Fig. 1: routing congestion
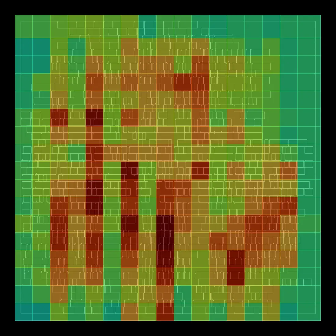
Fig. 2: a small window of the routed layout
Scale bar: 5 um. Region (50, 74) to (70, 94) um. Cells in gray, sequential cells in the stronger gray; small squares are vias.
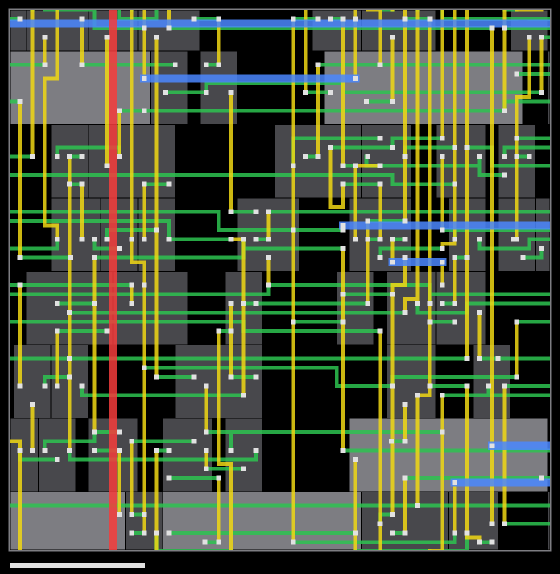
Fig. 3: routed metal, one color a layer
Scale bar: 20 um.
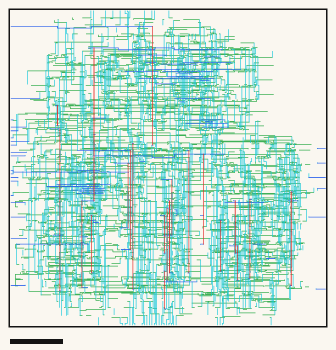
Fig. 4: register map, names as in the netlist
Scale bar: 20 um. Other sequential cells in the stronger gray, the rest of the logic in the fainter gray.
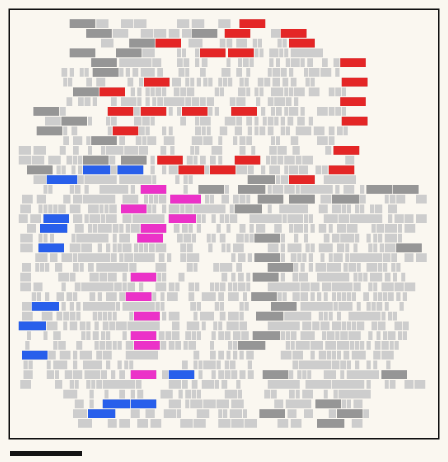
Fig. 5: logic cells by family
Scale bar: 20 um.
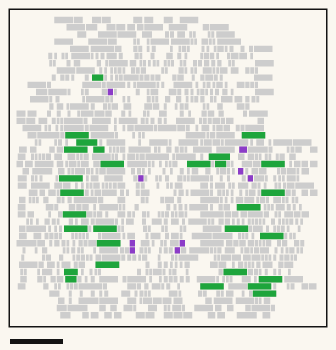
### config.mk
export PLATFORM = sky130hd
export DESIGN_NAME = ps2_cursor_ctrl
export DESIGN_NICKNAME = d
export VERILOG_FILES = /design/src/rtl/ps2_cursor_pkg.sv /design/src/rtl/ps2_axis_accum.sv /design/src/rtl/ps2_cursor_ctrl.sv
export SDC_FILE = /design/constraint.sdc
export NUM_CORES = 1
export LEC_CHECK = 0
export ABC_AREA = 1
export CORE_MARGIN = 2
export CORE_UTILIZATION = 45
export DETAILED_ROUTE_END_ITERATION = 8
export GPL_ROUTABILITY_DRIVEN = 0
export GPL_TIMING_DRIVEN = 0
export PLACE_DENSITY = 0.68
export SLEW_MARGIN = 15
export SYNTH_ARGS = -nofsm -noshare
export SYNTH_HDL_FRONTEND = slang
export SYNTH_SLANG_ARGS = --single-unit
### constraint.sdc
create_clock -name clk -period 2 [get_ports clk]
set_input_delay 0.6 -clock clk [delete_from_list [all_inputs] [get_ports clk]]
set_output_delay 0.6 -clock clk [all_outputs]
set_load 0.02 [all_outputs]
### src/rtl/ps2_cursor_pkg.sv
// Shared constants and the PS/2 delta decode helper for the cursor controller.
package ps2_cursor_pkg;

    localparam int L   = 0;
    localparam int R   = 1;
    localparam int M   = 2;
    localparam int ONE = 3;
    localparam int XS  = 4;
    localparam int YS  = 5;
    localparam int XV  = 6;
    localparam int YV  = 7;

    localparam logic signed [8:0] DX_SAT_POS = 9'sh0FF;   // +255
    localparam logic signed [8:0] DX_SAT_NEG = 9'sh100;   // -256

    localparam int DELTA_W = 12;

    // gain = 2^gain_sel / 2^FRAC_BITS; names assume the default FRAC_BITS of 2
    localparam logic [1:0] GAIN_QUARTER = 2'd0;
    localparam logic [1:0] GAIN_HALF    = 2'd1;
    localparam logic [1:0] GAIN_UNITY   = 2'd2;
    localparam logic [1:0] GAIN_DOUBLE  = 2'd3;

    function automatic logic signed [8:0] decode_delta(input logic sign,
                                                       input logic ovf,
                                                       input logic [7:0] mag);
        if (ovf)
            return sign ? DX_SAT_NEG : DX_SAT_POS;
        return {sign, mag};
    endfunction

endpackage

### src/rtl/ps2_axis_accum.sv
// One cursor axis: fixed-point accumulator with clamp to [0, RES-1] and recenter.
module ps2_axis_accum #(
    parameter int RES       = 640,
    parameter int POS_W     = 10,
    parameter int FRAC_BITS = 2,
    parameter bit INVERT    = 1'b0
) (
    input  logic                clk,
    input  logic                reset,
    input  logic                recenter,
    input  logic                update,
    input  logic signed [11:0]  delta,
    output logic [POS_W-1:0]    pos
);
    localparam int AW = POS_W + FRAC_BITS + 2;
    localparam logic signed [AW-1:0] CENTER   = AW'((RES / 2) << FRAC_BITS);
    localparam logic signed [AW-1:0] CLAMP_HI = AW'((RES - 1) << FRAC_BITS);
    localparam logic signed [AW-1:0] MAX_INT  = AW'(RES - 1);

    logic signed [AW-1:0] acc;
    logic signed [AW-1:0] delta_ext;
    logic signed [AW-1:0] acc_sum;
    logic signed [AW-1:0] int_part;

    always_comb begin
        delta_ext = {{(AW - 12){delta[11]}}, delta};
        acc_sum   = INVERT ? (acc - delta_ext) : (acc + delta_ext);
        int_part  = acc_sum >>> FRAC_BITS;
    end

    // A clamp snaps to the pixel edge with zero fraction so the cursor does not creep back
    always_ff @(posedge clk) begin
        if (reset) begin
            acc <= CENTER;
        end else if (recenter) begin
            acc <= CENTER;
        end else if (update) begin
            if (acc_sum[AW-1])
                acc <= '0;
            else if (int_part > MAX_INT)
                acc <= CLAMP_HI;
            else
                acc <= acc_sum;
        end
    end

    assign pos = acc[FRAC_BITS +: POS_W];

endmodule

### src/rtl/ps2_cursor_ctrl.sv
// PS/2 packet to clamped cursor position, two-stage pipeline with gain, buttons and double click.
// Define PS2_WHEEL_EN to add the IntelliMouse wheel byte (packet4, wheel_delta, wheel_pulse).
module ps2_cursor_ctrl #(
    parameter int H_RES         = 640,
    parameter int V_RES         = 480,
    parameter int POS_W         = 10,
    parameter int FRAC_BITS     = 2,
    parameter int DBL_CLICK_CYC = 30000000
) (
    input  logic              clk,
    input  logic              reset,
    input  logic              packet_done,
    input  logic [7:0]        packet1,
    input  logic [7:0]        packet2,
    input  logic [7:0]        packet3,
    input  logic [1:0]        gain_sel,
    input  logic              recenter,
    output logic [POS_W-1:0]  x_pos,
    output logic [POS_W-1:0]  y_pos,
    output logic              pos_valid,
    output logic [2:0]        btn_state,
    output logic [2:0]        btn_press,
    output logic [2:0]        btn_release,
    output logic              dbl_click,
    output logic              pkt_err
`ifdef PS2_WHEEL_EN
    ,
    input  logic [7:0]        packet4,
    output logic signed [3:0] wheel_delta,
    output logic              wheel_pulse
`endif
);
    import ps2_cursor_pkg::*;

    localparam int TW = $clog2(DBL_CLICK_CYC + 1);
    localparam logic [TW-1:0] DBL_MAX = TW'(DBL_CLICK_CYC);

    logic                      accept;
    logic signed [8:0]         dx_raw;
    logic signed [8:0]         dy_raw;
    logic signed [DELTA_W-1:0] dx_scaled;
    logic signed [DELTA_W-1:0] dy_scaled;

    logic                      s1_valid;
    logic signed [DELTA_W-1:0] s1_dx;
    logic signed [DELTA_W-1:0] s1_dy;
    logic [2:0]                s1_btn;

    logic [TW-1:0]             dbl_timer;
    logic                      left_press;

    always_comb begin
        accept    = packet_done & packet1[ONE];
        dx_raw    = decode_delta(packet1[XS], packet1[XV], packet2);
        dy_raw    = decode_delta(packet1[YS], packet1[YV], packet3);
        dx_scaled = {{(DELTA_W - 9){dx_raw[8]}}, dx_raw} <<< gain_sel;
        dy_scaled = {{(DELTA_W - 9){dy_raw[8]}}, dy_raw} <<< gain_sel;
    end

    // Stage 1: a packet without the always-one bit is dropped and only flagged
    always_ff @(posedge clk) begin
        if (reset) begin
            s1_valid <= 1'b0;
            pkt_err  <= 1'b0;
            s1_dx    <= '0;
            s1_dy    <= '0;
            s1_btn   <= '0;
        end else begin
            s1_valid <= accept;
            pkt_err  <= packet_done & ~packet1[ONE];
            if (accept) begin
                s1_dx  <= dx_scaled;
                s1_dy  <= dy_scaled;
                s1_btn <= {packet1[M], packet1[R], packet1[L]};
            end
        end
    end

    ps2_axis_accum #(
        .RES       (H_RES),
        .POS_W     (POS_W),
        .FRAC_BITS (FRAC_BITS),
        .INVERT    (1'b0)
    ) x_axis (
        .clk      (clk),
        .reset    (reset),
        .recenter (recenter),
        .update   (s1_valid),
        .delta    (s1_dx),
        .pos      (x_pos)
    );

    // PS/2 reports up as positive, the screen grows downward
    ps2_axis_accum #(
        .RES       (V_RES),
        .POS_W     (POS_W),
        .FRAC_BITS (FRAC_BITS),
        .INVERT    (1'b1)
    ) y_axis (
        .clk      (clk),
        .reset    (reset),
        .recenter (recenter),
        .update   (s1_valid),
        .delta    (s1_dy),
        .pos      (y_pos)
    );

    assign left_press = s1_valid & s1_btn[0] & ~btn_state[0];

    // Stage 2 buttons; the timer parks at DBL_MAX after a double click so a third press starts over
    always_ff @(posedge clk) begin
        if (reset) begin
            pos_valid   <= 1'b0;
            btn_state   <= '0;
            btn_press   <= '0;
            btn_release <= '0;
            dbl_click   <= 1'b0;
            dbl_timer   <= DBL_MAX;
        end else begin
            pos_valid   <= s1_valid | recenter;
            btn_press   <= s1_valid ? (s1_btn & ~btn_state) : 3'b000;
            btn_release <= s1_valid ? (~s1_btn & btn_state) : 3'b000;
            if (s1_valid)
                btn_state <= s1_btn;
            dbl_click <= left_press && (dbl_timer < DBL_MAX);
            if (left_press)
                dbl_timer <= (dbl_timer < DBL_MAX) ? DBL_MAX : '0;
            else if (dbl_timer < DBL_MAX)
                dbl_timer <= dbl_timer + 1'b1;
        end
    end

`ifdef PS2_WHEEL_EN
    logic signed [3:0] s1_wheel;

    always_ff @(posedge clk) begin
        if (reset) begin
            s1_wheel    <= '0;
            wheel_delta <= '0;
            wheel_pulse <= 1'b0;
        end else begin
            if (accept)
                s1_wheel <= packet4[3:0];
            wheel_delta <= s1_valid ? s1_wheel : 4'sd0;
            wheel_pulse <= s1_valid && (s1_wheel != 4'sd0);
        end
    end
`endif

endmodule

==> results.json <==
{
  "cts_buffers": 9,
  "top_cells_by_area": "dfxtp_1, nand2_1, inv_1",
  "most_common_cell": "nand2_1",
  "clkCellAreaFrac_pct": 3.68,
  "yosysTopAreaCell": "dfxtp_1",
  "postSynthCellCount": 928,
  "tns_ps": -618,
  "synth_top_area_share_pct": 30.4,
  "violations": "negative setup slack",
  "buffer_area_share_pct": 13.2,
  "hold_viol": 0,
  "cpPeakStageDelay_ps": 390,
  "hold_buffers": 0,
  "ys_sh_simple_pct": 32.1,
  "wl_met1_mm": 7.69,
  "comb_cells": 658,
  "p_int_w": 0.00372,
  "hpwl_mm": 12.1,
  "reg2reg_to": "y_axis.acc[5]",
  "power_density_nw_per_um2": 756,
  "initial_utilization_pct": 45.6,
  "path_cells": "inv_2 -> ha_4 -> inv_2 -> fa_2 -> nand2_2 -> nand2_2 -> nand3_2 -> nand2_1 -> nand2_1 -> nand2_2 -> nor2_2 -> nand3_2 -> nand2_4 -> nand2_8 -> nand2_1 -> nand2_1 -> a21oi_1",
  "largest_reg_flops": 25,
  "crit_path_end": "y_axis.acc[5]",
  "h-tree-depth": 3,
  "clk_path_buf_depth": 2,
  "p_sw_w": 0.00230,
  "path_buffers": 2,
  "setup_viol_count_final": 19,
  "core_um2": 13100,
  "portBuffers": 60,
  "pin_count": 62,
  "rsz0062_at_grt": "yes",
  "antenna_found_initial": 1,
  "maxCapViolCount": 0,
  "synthArstFlopShare_pct": 0,
  "die-area_um2": 14300,
  "post-route-drc-count": 0,
  "hold-path-endpoint": "btn_release[0]",
  "slew_viol_final": 0,
  "cts_resized": 96,
  "hold_depth": 1,
  "reg2reg_depth": 17,
  "largest_class": "logic gates",
  "status": "finished with violations",
  "crit_path_frequent_cell": "nand2_1",
  "synthTopLogicFamily": "simple AND/OR/NAND/NOR gates",
  "rr_startpoint": "y_axis.acc[0]",
  "fin_nets": 1086,
  "grt_pass1_wl_mm": 26.7,
  "largest-register": "dbl_timer",
  "grt_max_degree": 18,
  "clock_skew_ps": 9.04,
  "synth_xor_xnor_area_share_pct": 4.09,
  "fin_crit_sh_pct": 104,
  "p_comb_w": 0.00216,
  "crit_start": "y_axis.acc[0]",
  "antenna_left": 0,
  "synth.mux.area_fraction_pct": 0.668,
  "synthTopCellsByCount": "nand2_1, inv_1, dfxtp_1",
  "dr.max_layer_used": "met4",
  "first_pass_iters": 5,
  "min_path_type": "reg2reg",
  "dpl_worst_slack_ps": -680,
  "cts_sinks": 91,
  "cts.clk_slew.worst_paths_ps": 70,
  "fin_crit_ps": 2080,
  "crit_family": "simple AND/OR/NAND/NOR gates",
  "reg.largest.list": "dbl_timer: 25 flops, x_axis.acc: 13 flops, y_axis.acc: 13 flops",
  "synth-adder-area-share_pct": 6.31,
  "grt_use_met3_pct": 4.31,
  "crit_cells": 17,
  "synth_nets": 987,
  "tool_warnings": 28,
  "ys_cells": 928,
  "power.leakage_nw": 3.62,
  "avgSynthCellArea_um2": 6.46,
  "cp_max_fo": 7,
  "drt-vias-per-instance": 5.14,
  "netlist_area_um2": 5990,
  "areaGrowthSynthToFinish_pct": 32.8,
  "nWellTaps": 176,
  "met2WireLength_mm": 8.05,
  "worstSkewPairLatency_ps": 360,
  "placed_cells": 1164,
  "die_h_um": 119,
  "ys_seq_share_pct": 30.4,
  "edf_count": 0,
  "crit_arrival_ps": 2370,
  "power_clock_w": 0.00171,
  "nNonClkBuffers": 130,
  "fin_ws_ps": -78.0,
  "grt_pass1_vias": 5759,
  "grt-ovfl-total": 0,
  "compound_area_share_pct": 13.6,
  "ys_area_um2": 5990,
  "post-cts-setup-buffer-count": 13,
  "comb_area_um2": 4020,
  "critPathRequiredTime_ps": 2290,
  "n_all_inverters": 137,
  "cts-root-buf": "clkbuf_16",
  "slew_headroom_pct": 52.9,
  "whs_ps": 474,
  "layout_top_cells": "nand2_1, inv_1, dfxtp_1, nor2_1, o21ai_0",
  "ir_drop_uv": 377,
  "start_kind": "flip-flop",
  "nFillCells": 1225,
  "placed_cell_area_um2": 6810,
  "antennaDiodeCount": 1,
  "layout-drive-gt1-share_pct": 20.8,
  "seq_cells": 91,
  "crit_path_end_kind": "flip-flop",
  "worst_pin_slew_ps": 707,
  "tritoncts": "done",
  "crit_slowest_cell": "fa_2",
  "seq_power_share_pct": 35.6,
  "reg2reg_slack_ps": -80,
  "nClkBuffers": 10,
  "fmax_mhz": 481,
  "routed-wl-met3_um": 754,
  "ys.warnings.count": 0,
  "totalPowerFinal_w": 0.00601,
  "drt_iter0_markers": 420,
  "largestPowerGroup": "combinational cells",
  "synthDistinctLibCells": 45,
  "rows": 42,
  "synth_top_flop_cell": "dfxtp_1"
}
-- Fig. 1 (at the start) --
busiest grt layer: met2
global-route met1 utilization: 29.5%
M2 GR Usage: 38.1%
Total Routing Usage GR: 23.4%
wire per inst: 14.2 um

-- Fig. 2 (at the start) --
Key: M3 = blue; M4 = red; M1 = green; M2 = yellow
Netlist names of flops here include dbl_timer (5). Most frequent: nand2_1 (8). 45 logic cells have their middle in the window. Sequential cells in the window: 5.

-- Fig. 3 (at the start) --
Key: M4 = red [wire length 644 um]; M3 = blue [wire length 755 um]; M1 = green [wire length 7,690 um]; M2 = cyan [wire length 8,050 um]
drt total wl: 17.1 mm
Vias: 6,211

-- Fig. 4 (at the start) --
Key: x_axis.acc = blue [placed flops 13]; dbl_timer = red [placed flops 25]; s1_dx = magenta [placed flops 12]
Another 41 sequential cells are not colored.
Seq. cell area: 1850 um^2
Sequential Power: 0.00214 W
flop share of the area: 23.2%
Layout Utilization: 60.6%

-- Fig. 5 (at the start) --
Key: and/or cells = purple [cells 9, most used or2_2, where middle]; fa/ha/maj cells = green [cells 29, most used ha_4]
Non-Filler Instances: 1,209
logic share of the area: 50.5%
Commonest Layout Cell: nand2_1

Power figures rest on the tool's default switching activity, not on a simulated workload.
